### Sequential cells colored by netlist name, run 1

Scale bar: 20 um. Other sequential cells in the stronger gray, the rest of the logic in the fainter gray.
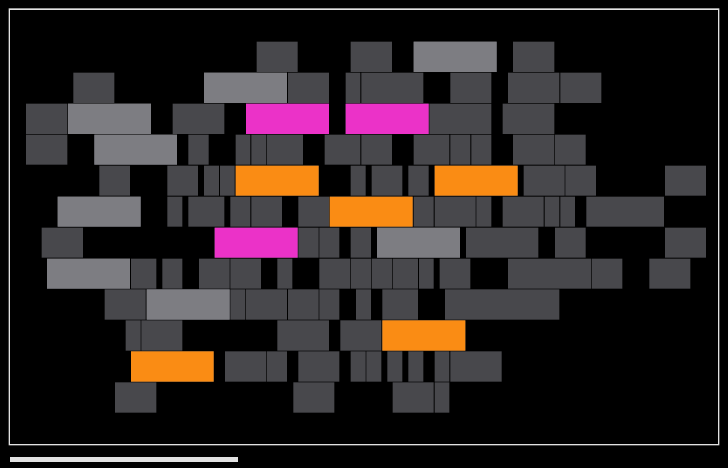
### The clock network, run 1

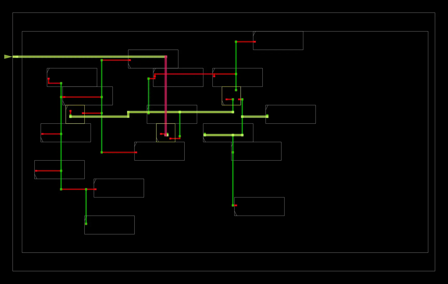
### Cells colored by class, run 1

Fill, decap, tap and diode cells in gray.
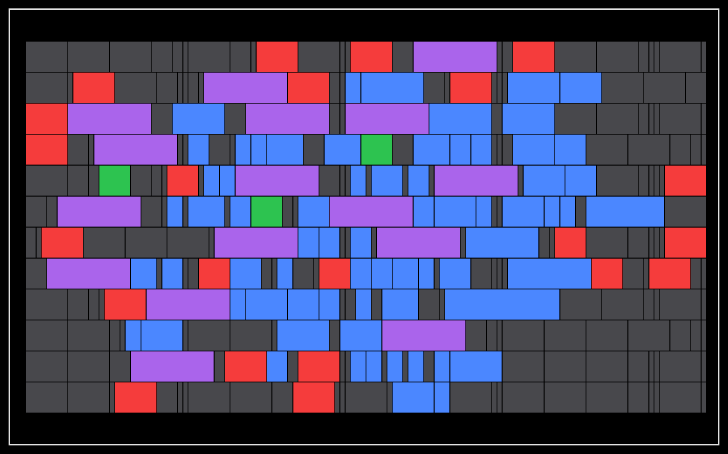
## config.mk

```make
export PLATFORM = sky130hd
export DESIGN_NAME = gcd_controller
export DESIGN_NICKNAME = d
export VERILOG_FILES = /design/src/rtl/gcd_controller.sv
export SDC_FILE = /design/constraint.sdc
export NUM_CORES = 1
export LEC_CHECK = 0
export CAP_MARGIN = 30
export CORE_ASPECT_RATIO = 0.6
export CORE_MARGIN = 1
export CORE_UTILIZATION = 40
export DETAILED_ROUTE_END_ITERATION = 8
export PLACE_DENSITY = 0.75
export SETUP_SLACK_MARGIN = 0.1
export SLEW_MARGIN = 0
export SYNTH_ARGS = -nofsm -noshare
export SYNTH_HDL_FRONTEND = slang
export SYNTH_SLANG_ARGS = --single-unit
```

## constraint.sdc

```tcl
create_clock -name clk -period 2.2 [get_ports clk]
set_input_delay 0.66 -clock clk [delete_from_list [all_inputs] [get_ports clk]]
set_output_delay 0.66 -clock clk [all_outputs]
set_load 0.01 [all_outputs]
```

## src/rtl/gcd_controller.sv

```systemverilog
// Control FSM for the 4-bit subtract-until-equal GCD datapath, with a four-phase go/done handshake.
// Outputs are registered from the next state; a subtraction watchdog ends non-converging runs in err.
module gcd_controller #(
  parameter int MAX_ITER = 16,
  parameter int CNT_W    = 5
) (
  input  logic             clk,
  input  logic             reset,
  input  logic             go,
  input  logic             x_neq_y,
  input  logic             x_lt_y,
  output logic             x_sel,
  output logic             y_sel,
  output logic             x_ld,
  output logic             y_ld,
  output logic             d_ld,
  output logic             busy,
  output logic             done,
  output logic             err,
  output logic [CNT_W-1:0] iter_count
);

  typedef enum logic [2:0] {
    S_IDLE, S_LOAD, S_CMP, S_SUBX, S_SUBY, S_STORE, S_DONE, S_ERR
  } state_t;

  state_t           state_q, state_d;
  logic [CNT_W-1:0] iter_q, iter_d;
  logic             x_sel_q, y_sel_q, x_ld_q, y_ld_q, d_ld_q;
  logic             busy_q, done_q, err_q;

  always_comb begin
    state_d = state_q;
    iter_d  = iter_q;
    case (state_q)
      S_IDLE:  if (go) state_d = S_LOAD;
      S_LOAD:  state_d = S_CMP;
      S_CMP: begin
        if (!x_neq_y)                           state_d = S_STORE;
        else if (iter_q == CNT_W'(MAX_ITER))    state_d = S_ERR;
        else if (x_lt_y)                        state_d = S_SUBY;
        else                                    state_d = S_SUBX;
      end
      S_SUBX:  state_d = S_CMP;
      S_SUBY:  state_d = S_CMP;
      S_STORE: state_d = S_DONE;
      S_DONE:  if (!go) state_d = S_IDLE;
      S_ERR:   if (!go) state_d = S_IDLE;
    endcase
    // The count is a Moore output too, so it moves on entry to the state that owns it.
    if (state_d == S_LOAD)
      iter_d = '0;
    else if (state_d == S_SUBX || state_d == S_SUBY)
      iter_d = iter_q + CNT_W'(1);
  end

  always_ff @(posedge clk) begin
    if (reset) begin
      state_q <= S_IDLE;
      iter_q  <= '0;
      x_sel_q <= 1'b0;
      y_sel_q <= 1'b0;
      x_ld_q  <= 1'b0;
      y_ld_q  <= 1'b0;
      d_ld_q  <= 1'b0;
      busy_q  <= 1'b0;
      done_q  <= 1'b0;
      err_q   <= 1'b0;
    end else begin
      state_q <= state_d;
      iter_q  <= iter_d;
      x_sel_q <= (state_d == S_SUBX);
      y_sel_q <= (state_d == S_SUBY);
      x_ld_q  <= (state_d == S_LOAD) || (state_d == S_SUBX);
      y_ld_q  <= (state_d == S_LOAD) || (state_d == S_SUBY);
      d_ld_q  <= (state_d == S_STORE);
      busy_q  <= (state_d == S_LOAD) || (state_d == S_CMP) || (state_d == S_SUBX) ||
                 (state_d == S_SUBY) || (state_d == S_STORE);
      done_q  <= (state_d == S_DONE);
      err_q   <= (state_d == S_ERR);
    end
  end

  assign x_sel      = x_sel_q;
  assign y_sel      = y_sel_q;
  assign x_ld       = x_ld_q;
  assign y_ld       = y_ld_q;
  assign d_ld       = d_ld_q;
  assign busy       = busy_q;
  assign done       = done_q;
  assign err        = err_q;
  assign iter_count = iter_q;

endmodule

```

==> ci_impl_report.md, run 1 <==
### Flow metrics

| Metric | Value |
|---|---|
| Outcome | completed |
| Chip width | between 60 and 70 um |
| Diode count | 0 |
| IO Pins | 18 |
| Syn avg cell area | approximately 9.9 um2 |
| Worst-Margin Slew | 449 ps |
| Reg-to-reg endpoint | d_ld |
| OpenROAD warnings | 27 |
| Antenna viol nets, final | 0 |
| Max incr delay on CP | 520 ps |
| Die area | about 0.0024 mm2 |
| Largest net degree at the start of global routing | 11 |
| Worst Path Required | 2410 ps |
| Chip Area, Yosys | approximately 870 um2 |
| Achievable Freq | around 510 MHz |
| Vias | about 730 |
| Routed vias/inst | between 5 and 6 |
| Min Tclk post-route | roughly 2000 ps |
| Ys Warns | 0 |
| Library cell with the highest instance count after synthesis | dfxtp_1 |
| CTS tree | done |
| Cell Area, Synth | around 870 um2 |
| Clock Path Buffers | 2 |
| Synth top area share | a little under two fifths |
| Worst Setup Start Kind | input port |
| CP Class | in2reg |
| Slew Limit Headroom | a little over two thirds |
| FP Util | about 45% |
| DR DRC count | 0 |
| Vias in the first global route | around 710 |
| Lkg Pwr | ~0.39 nW |
| CP Capture Type | flip-flop |
| Non-Filler Instances | between 100 and 150 |
| Nets | 119 |
| IO Port Bufs | 17 |
| Die height | between 30 and 40 um |
| FF-to-FF setup slack | 530 ps |
| Top cells by count | 16 x dfxtp_1, 11 x nand2_1, 7 x nor2_1 |
| Largest cells by area | dfxtp_1 37%, mux2i_1 6.9%, nand2_1 4.7% |
| Hold Crit Class | reg2reg |
| Post-Route WL | about 1900 um |
| RSZ-0062 raised after global routing | false |
| Root Driver | clkbuf_4 |
| Cell chain of the critical path | clkdlybuf4s50_1 > nor3b_4 > a211oi_4 > buf_4 > a211oi_1 > mux2i_1 |
| Total CTS buffers | 3 |
| Crit-path leading delay family | buffers and inverters |
| Worst Hold Depth | 2 |
| GR peak layer | met2 |
| Pwr dens | roughly 540 mW/mm2 |
| Synth cell types | 33 |
| Inst Count DP | ~140 |
| Area Overhead vs Synth | 27.6% |
| Synth Seq Share | a little under two fifths |
| Period utilisation layout | 89.5% |
| FF-to-FF Start | iter_count[0] |
| Met2 GRT Util | 29.1% |
| Max reg flops | 5 |
| Antenna violations before repair | 0 |
| Final Max Slew Viols | 0 |
| Min-delay src | iter_count[0] |
| Total GRT Usage | about a fifth |
| RD Place Congestion | between 0.8 and 0.9 |
| Setup-failing EPs final | 0 |
| Syn nets | approximately 95 |
| Cell total in the yosys stat output | 88 |
| Max cap viols | 0 |
| GRT Residual Overflow | 0 |
| H-Tree Depth | 1 |
| R2R depth | 6 |
| Critical path's slowest cell | clkdlybuf4s50_1 |
| Clk slew on worst S/H paths | ~80 ps |
| Number of synthesized flops with an enable pin | 0 |
| Critical Path AT | 2180 ps |
| GRT met1 Usage | approximately a quarter |
| WL/cell | 13.6 um |
| Peak fanout along the critical path | 7 |
| Hold endpoint | iter_count[0] |
| Worst-case vdd ir drop | ~0.45 mV |
| Ys async rst share | 0% |
| Post-synth regs | 16 |
| CP bufs+invs | 2 |
| DR pass1 iterations | 4 |
| Final hold vios | 0 |
| Setup crit start | x_neq_y |
| Mapped Cells | about 90 |
| Filler cell count | around 180 |
| HPWL after detailed placement | about 1500 um |
| Layout cell share with drive strength beyond 1 | between 20% and 30% |
| First-pass GRT wire length | 3290 um |
| GRT met3 Usage | 6.25% |
| Yosys top cell by area | dfxtp_1 |
| Synth Flop Type | dfxtp_1 |
| Starting DRT DRC Count | ~43 |
Notes on 'Sequential cells colored by netlist name' above:
Magenta shows state_q, placed flops 3. Orange shows iter_count, placed flops 5, where center.
Another 8 sequential cells are not colored.
final core occ: 56.9%
sequential power: 0.316 mW
storage element area: 320 um2
Seq area share: 28.9%

Notes on 'The clock network' above:
clk latency late pin: 280 ps
CTS Sinks: 16
Worst Skew: 2.01 ps
registers: 16

Notes on 'Cells colored by class' above:
Green shows cells driving clock nets, cells 3. Red shows other buffers and delay cells, cells 22. Purple shows flip-flops, cells 16. Blue shows all other logic, cells 69.
row count: 12
Final Instance Area: 0.00111 mm2
Core Footprint: 0.00195 mm2

run 1: cells by family (layout without fill, tap and decap cells):
kind of cell               after synthesis  after routing  synth area share (%)
AOI/OAI and AO/OA                       16             16                  14.5
adders and majority gates                2              2                  2.88
buffers and inverters                    6             28                  4.89
DFF                                     16             16                  36.8
muxes                                    6              6                  6.91
and+or+nand+nor                         42             42                  34.0
run 1: report_power, final:
| part | total (mW) | internal, mW | switching (mW) |
|---|---|---|---|
| logic | 0.132 | 0.0694 | 0.0630 |
| clock network | 0.148 | 0.0635 | 0.0842 |
| registers | 0.316 | 0.303 | 0.0137 |
| total | 0.596 | 0.436 | 0.161 |
run 1: worst max path at each step:
stage          slack [ps]  cells past startpoint             to
2_1_floorplan         600                      4  iter_count[3]
3_3_place_gp          -20                      6  iter_count[3]
3_5_place_dp         -100                      6  iter_count[4]
4_1_cts               190                      6  iter_count[3]
5_1_grt               130                      6  iter_count[3]
6_report              230                      6  iter_count[3]
run 1: placed cells by master (no fill, tap or decap), drive strengths merged:
cell,synthesis,final
a311o,1,1
dfxtp,16,16
a211o,2,2
and4bb,1,1
ha,2,2
nor3b,2,2
clkdlybuf4s50,0,17
and3b,1,1
a211oi,3,3
nor3,4,4
nand2,11,11
a21oi,6,6
o21a,1,1
clkbuf,0,3
nor2,7,7
or2b,1,1
or3,3,3
and4,1,1
nand3,5,5
nand4bb,1,1
nand2b,1,1
inv,3,3
nor4b,2,2
and2,2,2
o21ai,1,1
mux2i,6,6
o211ai,1,1
o21bai,1,1
buf,2,5
run 1: stage by stage:
step                hold slack, ps  setup WS (ps)  cell area, um2  total power [mW]  setup TNS, ps
floorplan                      512            604             870             0.405              0
global placement               498          -17.6            1080             0.449          -24.6
detailed placement             509           -104            1080             0.452           -255
CTS                            521            186            1100             0.600              0
global route                   563            125            1110             0.630              0
finish                         519            230            1110             0.596              0
run 1: per-layer routing:
metal,vias up,wire (um)
li1,364,-
met4,0,11
met3,2,128
met2,33,795
met5,-,0
met1,326,933
run 1: repair_timing:
action / CTS / global route
resized: 0 / 1
hold buffers: 0 / 0
endpoints found under the setup margin: 0 / 1
buffers inserted: 0 / 0
run 1: tightest hold or removal path: cells and delay by family (launching register included):
family | cells | cell delay, ps
and+or+nand+nor | 1 | 70
muxes | 1 | 50
DFF | 1 | 350
run 1: area by class of cell:
| class | instances | area, um2 | share of cell area (%) |
|---|---|---|---|
| inverters | 3 | 11.3 | 1.01 |
| repair buffers | 22 | 208 | 18.7 |
| flip-flops and latches | 16 | 320 | 28.9 |
| clock buffers | 3 | 22.5 | 2.03 |
| well taps | 28 | 35.0 | 3.16 |
| multi-input cells | 66 | 513 | 46.2 |
--- run 2 (diff from run 1) ---
Settings changed: ABC_CLOCK_PERIOD_IN_PS set to 2200.
==> ci_impl_report.md, run 2 <==
### Flow metrics

| Metric | Value |
|---|---|
| DR DRC count | 0 (unchanged) |
| Worst Skew | 2.01 ps (unchanged) |
| Largest cells by area | dfxtp_1 37%, mux2i_1 6.9%, nand2_1 4.7% |
| Pwr dens | 537 mW/mm2 (unchanged) |
| RD Place Congestion | 0.818 (unchanged) |
| Post-Route WL | 1870 um (unchanged) |
| Cell Area, Synth | 870 um2 (unchanged) |
| GRT Residual Overflow | 0 (unchanged) |
| Antenna viol nets, final | 0 (unchanged) |
| Filler cell count | 181 (unchanged) |
| Final Max Slew Viols | 0 (unchanged) |
| Crit-path leading delay family | buffers and inverters |
| WL/cell | 13.6 um (unchanged) |
| Clock share of power | 24.8% (about the same) |
| CTS hold repair buffers | 0 (unchanged) |
| Die area | 0.00237 mm2 (unchanged) |
| Antenna violations before repair | 0 (unchanged) |
| Synth cell types | 33 (unchanged) |
| RSZ-0062 raised after global routing | false |
| First-pass GRT wire length | 3290 um (unchanged) |
| Top cells by count | 16 x dfxtp_1, 11 x nand2_1, 7 x nor2_1 |
| Library cell with the highest instance count after synthesis | dfxtp_1 |
| Chip width | 62.2 um (unchanged) |
| HPWL after detailed placement | 1450 um (unchanged) |
| DR pass1 iterations | 4 (unchanged) |
| Core Footprint | 0.00195 mm2 (unchanged) |
| Max reg flops | 5 (unchanged) |
| Critical path's slowest cell | clkdlybuf4s50_1 |
| Syn nets | 95 (unchanged) |
| Worst-case vdd ir drop | 0.452 mV (unchanged) |
| Area of placed instances | 0.00108 mm2 (unchanged) |
| Area Overhead vs Synth | 27.6% (unchanged) |
| Top cells excl fill/tap | 17 x clkdlybuf4s50_1, 16 x dfxtp_1, 11 x nand2_1, 7 x nor2_1, 6 x mux2i_1 |
| IO Port Bufs | 17 (unchanged) |
| CP Capture Type | flip-flop |
| Synth Seq Share | 36.8% (unchanged) |
| Chip Area, Yosys | 870 um2 (unchanged) |
| Hold Crit Class | reg2reg |
| Number of synthesized flops with an enable pin | 0 (unchanged) |
| Max incr delay on CP | 520 ps (about the same) |
| Cell chain of the critical path | clkdlybuf4s50_1 > nor3b_4 > a211oi_4 > buf_4 > a211oi_1 > mux2i_1 |
| Nets | 119 (unchanged) |
| Final hold vios | 0 (unchanged) |
| Internal power | 0.436 mW (unchanged) |
| Lkg Pwr | 0.388 nW (unchanged) |
| Diode count | 0 (unchanged) |
| Sw power | 0.161 mW (unchanged) |
| Worst-Margin Slew | 449 ps (unchanged) |
| Final core occ | 56.9% (unchanged) |
| Min Tclk post-route | 1970 ps (unchanged) |
| Synth top area share | 36.8% (unchanged) |
| Min-delay src | iter_count[0] |
| Die height | 38.1 um (unchanged) |
| OpenROAD warnings | 27 (unchanged) |
| Ys async rst share | 0% (unchanged) |
| CTS resizes | 0 (unchanged) |
| Final Instance Area | 0.00111 mm2 (unchanged) |
| Outcome | completed |
| Yosys top cell by area | dfxtp_1 |
| Clk slew on worst S/H paths | 80 ps (about the same) |
-- run 2: cell counts after synthesis --
Identical to the previous run, type by type.
-- run 2: tightest hold or removal path: stages, from the launching register on --
cell and delay, ps:
dfxtp_1 350, nand2_1 70, mux2i_1 50
-- run 2: per-layer routing --
metal / GRT usage, % / vias to the layer above / routed length, um
li1: - / 364 / -
met1: 24.5 / 326 / 933
met2: 29.1 / 33 / 795
met3: 6.25 / 2 / 128
met4: 7.56 / 0 / 11
met5: 0 / - / 0
-- run 2: power groups by stage --
stage / Sequential [mW] / Combinational, mW / Clock [mW]
floorplan: 0.320 / 0.0848 / 0
global placement: 0.322 / 0.128 / 0
detailed placement: 0.323 / 0.130 / 0
CTS: 0.316 / 0.131 / 0.153
global route: 0.319 / 0.147 / 0.165
finish: 0.316 / 0.132 / 0.148
-- run 2: layout make-up --
type                            instances  area [um2]  share of cell area (%)
Tap cell                               28        35.0                    3.16
Multi-Input combinational cell         66         513                    46.2
Sequential cell                        16         320                    28.9
Clock buffer                            3        22.5                    2.03
Inverter                                3        11.3                    1.01
Timing Repair Buffer                   22         208                    18.7
-- run 2: stage by stage --
stage	hold WS, ps	power, mW
2_1_floorplan	512	0.405
3_3_place_gp	498	0.449
3_5_place_dp	509	0.452
4_1_cts	521	0.600
5_1_grt	563	0.630
6_report	519	0.596
-- run 2: cells by family (layout without fill, tap and decap cells) --
kind of cell / Yosys count / after routing / synth area share (%)
multiplexers: 6 / 6 / 6.91
AND/OR/NAND/NOR: 42 / 42 / 34.0
adder cells (fa/ha/maj): 2 / 2 / 2.88
AND-OR/OR-AND: 16 / 16 / 14.5
buffers and inverters: 6 / 28 / 4.89
flip-flops: 16 / 16 / 36.8
-- run 2: worst paths after layout --
check / end / slack (ps) / depth (start not counted)
setup / recovery: iter_count[3] / 230 / 6
hold / removal: iter_count[0] / 520 / 2
setup reg to reg: d_ld / 530 / 6
hold reg to reg: iter_count[0] / 520 / 2
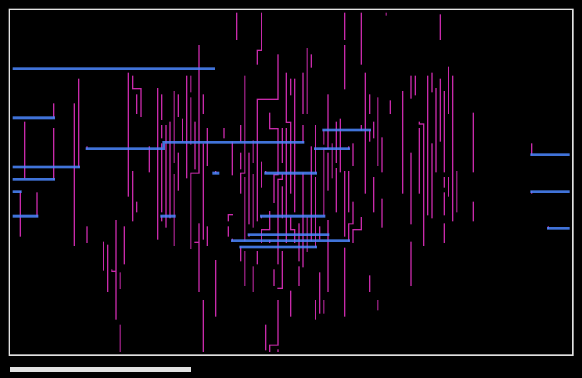
*Signal wires by layer, run 2*
Scale bar: 20 um. Two of the layers only.
Blue shows met3, wire length 129 um. Magenta shows met2, wire length 796 um.

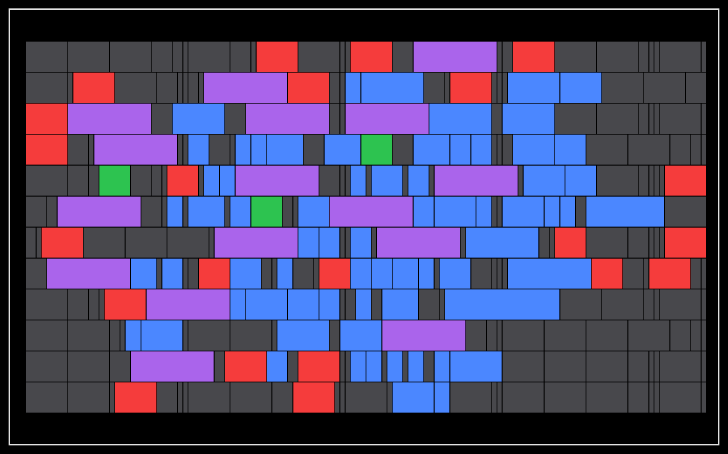
*Cells colored by class, run 2*
Fill, decap, tap and diode cells in gray.
Green shows cells driving clock nets, cells 3. Blue shows all other logic, cells 69. Red shows other buffers and delay cells, cells 22. Purple shows flip-flops, cells 16.

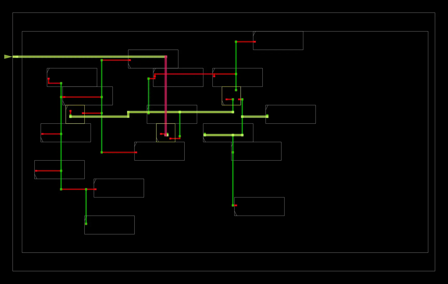
*The clock network, run 2*
P_clk: 0.148 mW
total CTS buffers: 3
clock buffers: 3

Power and IR drop assume default switching activity.
